**src/rtl/comparator_nbit_pipe_if.sv**
```systemverilog
// comparator_nbit_pipe_if: operand/result bus for comparator_nbit_pipe.
// Carries the operand pair with its valid/ready handshake and the one-hot
// GT/EQ/LT result with its own valid/ready handshake.
// Optional feature macro: CMP_SIGNED_EN adds the per-transfer signed_mode bit.
interface comparator_nbit_pipe_if #(
    parameter int WIDTH = 8
) ();
    logic [WIDTH-1:0] A;
    logic [WIDTH-1:0] B;
`ifdef CMP_SIGNED_EN
    logic             signed_mode;
`endif
    logic             in_valid;
    logic             in_ready;
    logic             GT;
    logic             EQ;
    logic             LT;
    logic             out_valid;
    logic             out_ready;

`ifdef CMP_SIGNED_EN
    modport master (
        output A, B, signed_mode, in_valid, out_ready,
        input  in_ready, GT, EQ, LT, out_valid
    );

    modport slave (
        input  A, B, signed_mode, in_valid, out_ready,
        output in_ready, GT, EQ, LT, out_valid
    );
`else
    modport master (
        output A, B, in_valid, out_ready,
        input  in_ready, GT, EQ, LT, out_valid
    );

    modport slave (
        input  A, B, in_valid, out_ready,
        output in_ready, GT, EQ, LT, out_valid
    );
`endif
endinterface

```
**src/rtl/comparator_nbit_pipe.sv**
```systemverilog
// comparator_nbit_pipe: pipelined WIDTH-bit magnitude comparator.
// Operands are resolved MSB-first, CHUNK bits per stage, so each stage only
// needs one CHUNK-bit compare plus a merge with the verdict from upstream.
// Slot 0 holds the registered operands; slot k feeds the compare of chunk k;
// the output register holds the final one-hot result, giving a latency of
// STAGES edges from acceptance to out_valid.
// The whole pipeline freezes while a result waits on out_ready.
// Optional feature macro: CMP_SIGNED_EN enables two's-complement compares
// selected per transfer by signed_mode.
module comparator_nbit_pipe #(
    parameter int WIDTH = 8,
    parameter int CHUNK = 2
) (
    input logic                  clk,
    input logic                  rst,
    comparator_nbit_pipe_if.slave bus
);
    localparam int STAGES = (WIDTH + CHUNK - 1) / CHUNK;
    localparam int PW     = STAGES * CHUNK;

    logic          stall;
    logic [PW-1:0] a_in;
    logic [PW-1:0] b_in;

    logic [PW-1:0] a_q   [STAGES];
    logic [PW-1:0] b_q   [STAGES];
    logic          vld_q [STAGES];
    logic          und_q [STAGES];
    logic          gt_q  [STAGES];

    logic          nxt_und [STAGES];
    logic          nxt_gt  [STAGES];

    logic          out_valid_q;
    logic          gt_r;
    logic          eq_r;
    logic          lt_r;

    assign stall        = out_valid_q && !bus.out_ready;
    assign bus.in_ready = !stall;
    assign bus.out_valid = out_valid_q;
    assign bus.GT       = gt_r;
    assign bus.EQ       = eq_r;
    assign bus.LT       = lt_r;

    // Condition operands: optional MSB flip to offset-binary, then zero-extend to whole chunks
    always_comb begin
        a_in = PW'(bus.A);
        b_in = PW'(bus.B);
`ifdef CMP_SIGNED_EN
        if (bus.signed_mode) begin
            a_in[WIDTH-1] = ~bus.A[WIDTH-1];
            b_in[WIDTH-1] = ~bus.B[WIDTH-1];
        end
`endif
    end

    // Per-stage chunk compare merged with the verdict carried from earlier stages
    for (genvar k = 0; k < STAGES; k++) begin : g_cmp
        localparam int HI = PW - 1 - k * CHUNK;
        logic [CHUNK-1:0] ca;
        logic [CHUNK-1:0] cb;
        assign ca         = a_q[k][HI -: CHUNK];
        assign cb         = b_q[k][HI -: CHUNK];
        assign nxt_und[k] = und_q[k] && (ca == cb);
        assign nxt_gt[k]  = und_q[k] ? (ca > cb) : gt_q[k];
    end

    // Advance every slot (bubbles included) unless the output is stalled; reset clears all valids
    always_ff @(posedge clk) begin
        if (rst) begin
            for (int k = 0; k < STAGES; k++) begin
                vld_q[k] <= 1'b0;
                und_q[k] <= 1'b1;
                gt_q[k]  <= 1'b0;
            end
            out_valid_q <= 1'b0;
            gt_r        <= 1'b0;
            eq_r        <= 1'b0;
            lt_r        <= 1'b0;
        end else if (!stall) begin
            vld_q[0] <= bus.in_valid;
            a_q[0]   <= a_in;
            b_q[0]   <= b_in;
            und_q[0] <= 1'b1;
            gt_q[0]  <= 1'b0;
            for (int k = 1; k < STAGES; k++) begin
                vld_q[k] <= vld_q[k-1];
                a_q[k]   <= a_q[k-1];
                b_q[k]   <= b_q[k-1];
                und_q[k] <= nxt_und[k-1];
                gt_q[k]  <= nxt_gt[k-1];
            end
            out_valid_q <= vld_q[STAGES-1];
            if (vld_q[STAGES-1]) begin
                gt_r <= !nxt_und[STAGES-1] && nxt_gt[STAGES-1];
                eq_r <= nxt_und[STAGES-1];
                lt_r <= !nxt_und[STAGES-1] && !nxt_gt[STAGES-1];
            end
        end
    end
endmodule

```
**src/flat_wrapper.sv**
```systemverilog
// flat-port wrapper written by rule: the top's interface ports become plain ports
module comparator_nbit_pipe_flat 
#(
    parameter int WIDTH = 8,
    parameter int CHUNK = 2
)
  (clk, rst, bus_A, bus_B, bus_in_valid, bus_out_ready, bus_in_ready, bus_GT, bus_EQ, bus_LT, bus_out_valid);
  comparator_nbit_pipe_if #(.WIDTH(WIDTH)) bus_i ();
  input logic clk;
  input logic rst;
  input wire logic [$bits(bus_i.A)-1:0] bus_A;
  input wire logic [$bits(bus_i.B)-1:0] bus_B;
  input wire logic [$bits(bus_i.in_valid)-1:0] bus_in_valid;
  input wire logic [$bits(bus_i.out_ready)-1:0] bus_out_ready;
  output wire logic [$bits(bus_i.in_ready)-1:0] bus_in_ready;
  output wire logic [$bits(bus_i.GT)-1:0] bus_GT;
  output wire logic [$bits(bus_i.EQ)-1:0] bus_EQ;
  output wire logic [$bits(bus_i.LT)-1:0] bus_LT;
  output wire logic [$bits(bus_i.out_valid)-1:0] bus_out_valid;
  assign bus_i.A = bus_A;
  assign bus_i.B = bus_B;
  assign bus_i.in_valid = bus_in_valid;
  assign bus_i.out_ready = bus_out_ready;
  assign bus_in_ready = bus_i.in_ready;
  assign bus_GT = bus_i.GT;
  assign bus_EQ = bus_i.EQ;
  assign bus_LT = bus_i.LT;
  assign bus_out_valid = bus_i.out_valid;
  comparator_nbit_pipe #(.WIDTH(WIDTH), .CHUNK(CHUNK)) u_core (.clk(clk), .rst(rst), .bus(bus_i));
endmodule
```
**config.mk**
```make
export PLATFORM = sky130hd
export DESIGN_NAME = comparator_nbit_pipe_flat
export DESIGN_NICKNAME = d
export VERILOG_FILES = /design/src/rtl/comparator_nbit_pipe_if.sv /design/src/rtl/comparator_nbit_pipe.sv /design/src/flat_wrapper.sv
export SDC_FILE = /design/constraint.sdc
export NUM_CORES = 1
export LEC_CHECK = 0
export CAP_MARGIN = 20
export CORE_UTILIZATION = 46
export DETAILED_ROUTE_END_ITERATION = 8
export PLACE_DENSITY = 0.78
export SKIP_LAST_GASP = 1
export SYNTH_ARGS = -nofsm -noshare
export SYNTH_HDL_FRONTEND = slang
export SYNTH_SLANG_ARGS = --single-unit
```
**constraint.sdc**
```tcl
create_clock -name clk -period 2.6 [get_ports clk]
set_clock_uncertainty 0.2 [all_clocks]
set_input_delay 0.26 -clock clk [delete_from_list [all_inputs] [get_ports clk]]
set_output_delay 0.26 -clock clk [all_outputs]
set_load 0.02 [all_outputs]
```
==> run_1/clocks.png <==
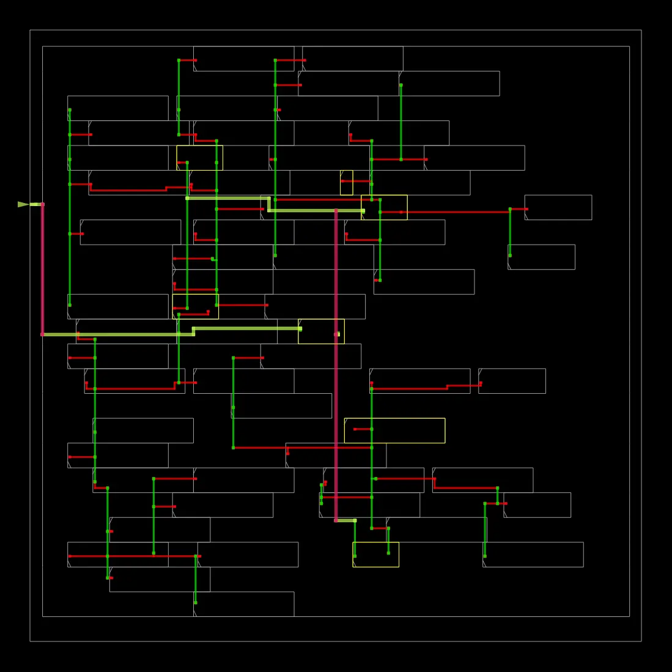
Num CTS Buffers: 5
power in the clock group: 518 uW

==> run_1/io_placement.png <==
Pins as bars across the die edge, other pins in gray.
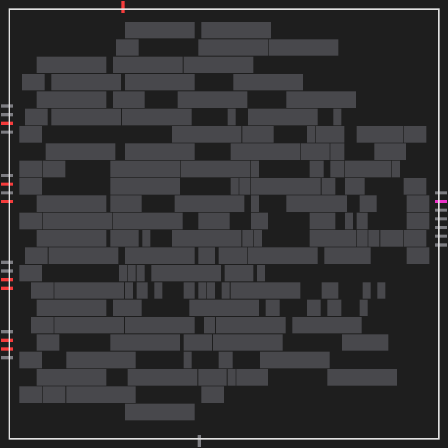
| port | color | pins | direction | edge |
|---|---|---|---|---|
| `bus_B` | red | 8 | input | 7 left, 1 top |
| `bus_out_ready` | magenta | 1 | input | right |

==> run_1/clk_routes.png <==
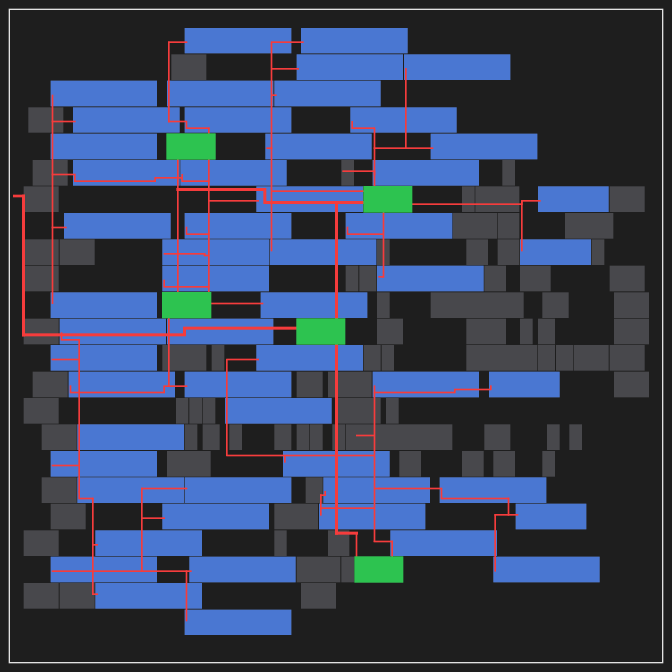
[clock drivers] green | count: 5
[flip-flops] blue | count: 54
[clock wires] red | length: 518 um
routed clock nets: 6

==> run_1/placement_by_type.png <==
The bar under the picture is 20 um long.
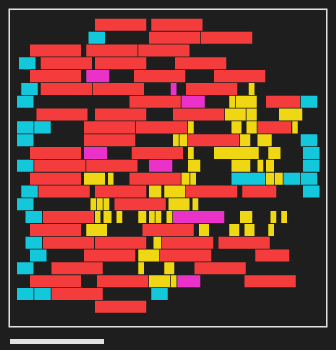
| class | color | cells | share of their area |
|---|---|---|---|
| combinational and other logic | yellow | 55 | 16% |
| other buffers and delay cells | cyan | 25 | 11% |
| clock drivers and dummy loads | magenta | 7 | 4.4% |
| flops | red | 54 | 68% |

==> flow_summary.yaml, run 1 <==
# physical design summary
place:
  hpwl_mm: 1.486
  gp_congestion: 0.6904
  place_area_um2: 2271
pwr:
  static-leakage-power_uw: 0.0008712
  p_sw_frac: 0.1851
detailed_routing:
  drt_iter0_drc: 23
  routed_wl_mm: 2.203
  route.detailed.drc: 0
logic_synthesis:
  yosys_area_um2: 1948
  yosysWarningCount: 0
  ys_seq_frac: 0.8118
  synthCells: 109
grt:
  grt_pass1_wl_mm: 3.788
timing:
  worstMarginPinSlew_ps: 425.4
  fmax_mhz: 490.2
  slew_violations: 0
setup_path:
  critical-path-max-stage-delay_ps: 550
outcome:
  outcome: "finished, final reports clean"
cells_and_area:
  n_antenna_cell: 0
  area_growth_pct: 21.84
  fillers: 313
die:
  fp-utilization: 0.4835
  num_rows: 23
cts:
  cts_resized: 0
  cts_setup_buffers: 0
run 1: routing by layer:
layer	up-vias	share of wire	GRT usage
li1	457	-	-
met1	452	0.37	0.1135
met2	27	0.56	0.2200
met3	5	0.047	0.05137
met4	0	0.022	0.06383
met5	-	0	0
run 1: power by group through the flow:
stage	Sequential (uW)	Combinational [uW]	Clock (uW)
6_report	1030	104	518
5_1_grt	1030	117	564
4_1_cts	1030	106	536
3_5_place_dp	1050	105	0
3_3_place_gp	1040	99.5	0
2_1_floorplan	1040	51.7	0
run 1: synthesized netlist by cell type (all sizes together):
cell,count,area share
or2b,1,0.0039
nor2b,2,0.010
a22oi,1,0.0039
a21oi,6,0.017
a211oi,2,0.0077
a311oi,1,0.013
dfxtp,4,0.041
nor3,1,0.0026
nand2,6,0.012
inv,13,0.025
nor2,5,0.013
and2,4,0.013
nand3,2,0.0051
edfxtp,50,0.77
o22ai,1,0.0032
ha,8,0.051
nand2b,2,0.0064
run 1: registers in the layout, summed over array words and instances, names as in the netlist:
register and count:
u_core.gt_q 3, u_core.und_q 3, u_core.bus.EQ 1, u_core.a_q 20
u_core.vld_q 4, u_core.bus.out_valid 1, u_core.bus.GT 1, u_core.bus.LT 1
u_core.b_q 20
run 1: logic make-up after synthesis:
group | Yosys count | synth area share
AND-OR/OR-AND | 11 | 0.04560
buffers and inverters | 13 | 0.02505
flip-flops | 54 | 0.8118
AND/OR/NAND/NOR | 23 | 0.06615
adder cells (fa/ha/maj) | 8 | 0.05138
run 1: layout make-up:
type / instances / share of cell area
clock buffers: 5 / 0.02899
clock inverters: 2 / 0.01423
inverters: 13 / 0.02056
multi-input cells: 42 / 0.1339
flip-flops and latches: 54 / 0.6663
well taps: 50 / 0.02636
repair buffers: 25 / 0.1096
run 1: final timing paths:
| path | start | to | slack [ps] | cells past startpoint |
|---|---|---|---|---|
| worst max-delay path | bus_out_ready | bus_in_ready | 560 | 4 |
| worst min-delay path | u_core.b_q[0][5] | u_core.b_q[1][5] | 220 | 0 |
| worst max register to register | u_core.a_q[3][1] | u_core.bus.GT | 1090 | 5 |
| worst min register to register | u_core.b_q[0][5] | u_core.b_q[1][5] | 220 | 0 |
run 1: stage by stage:
| stage | setup WS, ps | cells |
|---|---|---|
| CTS | 549.4 | 191 |
| floorplan | 724.2 | 109 |
| global route | 527.0 | 191 |
| global placement | 595.3 | 184 |
| finish | 560.2 | 191 |
| detailed placement | 553.2 | 184 |
==> run 2: changes to the inputs <==
--- a/config.mk
+++ b/config.mk
@@ -8,7 +8,7 @@
 export CAP_MARGIN = 20
 export CORE_UTILIZATION = 46
 export DETAILED_ROUTE_END_ITERATION = 8
-export PLACE_DENSITY = 0.78
+export PLACE_DENSITY = 0.81
 export SKIP_LAST_GASP = 1
 export SYNTH_ARGS = -nofsm -noshare
 export SYNTH_HDL_FRONTEND = slang
==> constraint.sdc (replaced) <==
create_clock -name clk -period 1.85 [get_ports clk]
set_clock_uncertainty 0.2 [all_clocks]
set_input_delay 0.185 -clock clk [delete_from_list [all_inputs] [get_ports clk]]
set_output_delay 0.185 -clock clk [all_outputs]
set_load 0.02 [all_outputs]
==> flow_summary.yaml, run 2 <==
# physical design summary
hold_path:
  worstHoldStart: "u_core.a_q[0][2]"
place:
  dp_cells: 188
  gp_congestion: 0.7320
timing:
  fmax_mhz: 609.3
  worstMarginPinSlew_ps: 420.7
setup_path:
  startpoint: "bus_out_ready"
  r2r_start: "u_core.a_q[3][1]"
die:
  fp-utilization: 0.4835
  num_rows: 23
logic_synthesis:
  ys_sh_adder: 0.05138
  synth_top_area_share: 0.7707
  ys_sh_aoi: 0.04560
  synth_top_cell_by_area: "edfxtp_1"
  ys_sh_mux: 0
  netlist_top_cells_count: "edfxtp_1, inv_1, ha_1"
  yosysWarningCount: 0
  topCellsByArea: "edfxtp_1, ha_1, dfxtp_1, inv_1, a311oi_4"
  ys_async_sr_fraction: 0
  synthXorXnorAreaFrac: 0
  yosys_area_um2: 1948
cells_and_area:
  fillers: 305
  top_regs: "u_core.a_q: 20 flops, u_core.b_q: 20 flops, u_core.vld_q: 4 flops"
  n_antenna_cell: 0
grt:
  grt_pass1_wl_mm: 3.905
outcome:
  outcome: "finished, final reports clean"
pwr:
  static-leakage-power_uw: 0.0008925
cts:
  cts_setup_buffers: 0
detailed_routing:
  drt_iter0_drc: 25
## run 2: final cells by class
type / count / share of cell area
sequential: 54 / 0.6592
inverter: 13 / 0.02032
clock inverter: 3 / 0.01824
timing repair buffer: 29 / 0.1152
tap: 50 / 0.02606
multi-input combinational: 42 / 0.1324
clock buffer: 5 / 0.02866
## run 2: through the flow
step / setup WS [ps] / hold WS, ps / TNS (ps)
6_report: 208.7 / 226.3 / 0
5_1_grt: 152.4 / 224.2 / 0
4_1_cts: 200.0 / 224.9 / 0
3_5_place_dp: -21.83 / 204.5 / -21.83
3_3_place_gp: 14.68 / 201.1 / 0
2_1_floorplan: -11.26 / 46.65 / -22.52
## run 2: path summary, 6_finish.rpt
path,to,cells after the start
hold / removal,u_core.a_q[1][2],0
hold reg to reg,u_core.a_q[1][2],0
setup / recovery,bus_in_ready,4
setup reg to reg,u_core.bus.GT,5
## run 2: kinds of logic after synthesis
logic type | after synthesis
AND-OR/OR-AND | 11
buffers and inverters | 13
adder cells (fa/ha/maj) | 8
flip-flops | 54
AND/OR/NAND/NOR | 23
## run 2: worst max-delay path: stages
cell	delay, ps
clkdlybuf4s50_1	450
nor2b_4	190
inv_1	100
dlygate4sd2_1	330
## run 2: power breakdown
part	switching, uW	internal [uW]	leakage, uW
Sequential	24.7	1420	0.000537
Combinational	70.5	78.5	0.000297
Clock	366	406	0.0000585
## run 2: layer usage
metal  vias to the layer above  track usage  wire length, um
met5                         -            0                0
met4                         0      0.06383               36
met3                         4      0.04110              100
met2                        27       0.2288             1339
met1                       452       0.1218              961
li1                        466            -                -
## run 2: what timing repair did
action	in CTS	in global routing
endpoints found under the hold margin	0	0
hold buffers	0	0
gates resized	1	0
endpoints found under the setup margin	1	0
==> run_2/io_placement.png <==
Pins as bars across the die edge, other pins in gray.
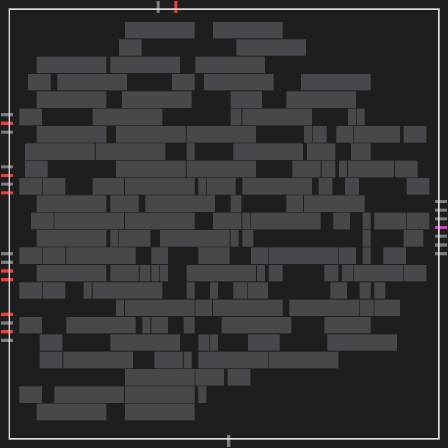
| port | color | pins | direction | edge |
|---|---|---|---|---|
| `bus_out_ready` | magenta | 1 | input | right |
| `bus_B` | red | 8 | input | 7 left, 1 top |
all pins by edge: 15 left, 7 right, 2 top, 1 bottom

==> run_2/placement_by_type.png <==
The bar under the picture is 20 um long.
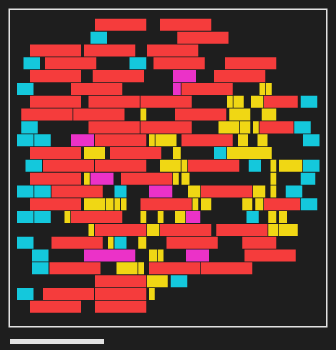
| class | color | cells | share of their area |
|---|---|---|---|
| combinational and other logic | yellow | 55 | 16% |
| clock drivers and dummy loads | magenta | 8 | 4.8% |
| flops | red | 54 | 68% |
| other buffers and delay cells | cyan | 29 | 12% |

No activity file was given, so power comes from the tool's default toggle rates.
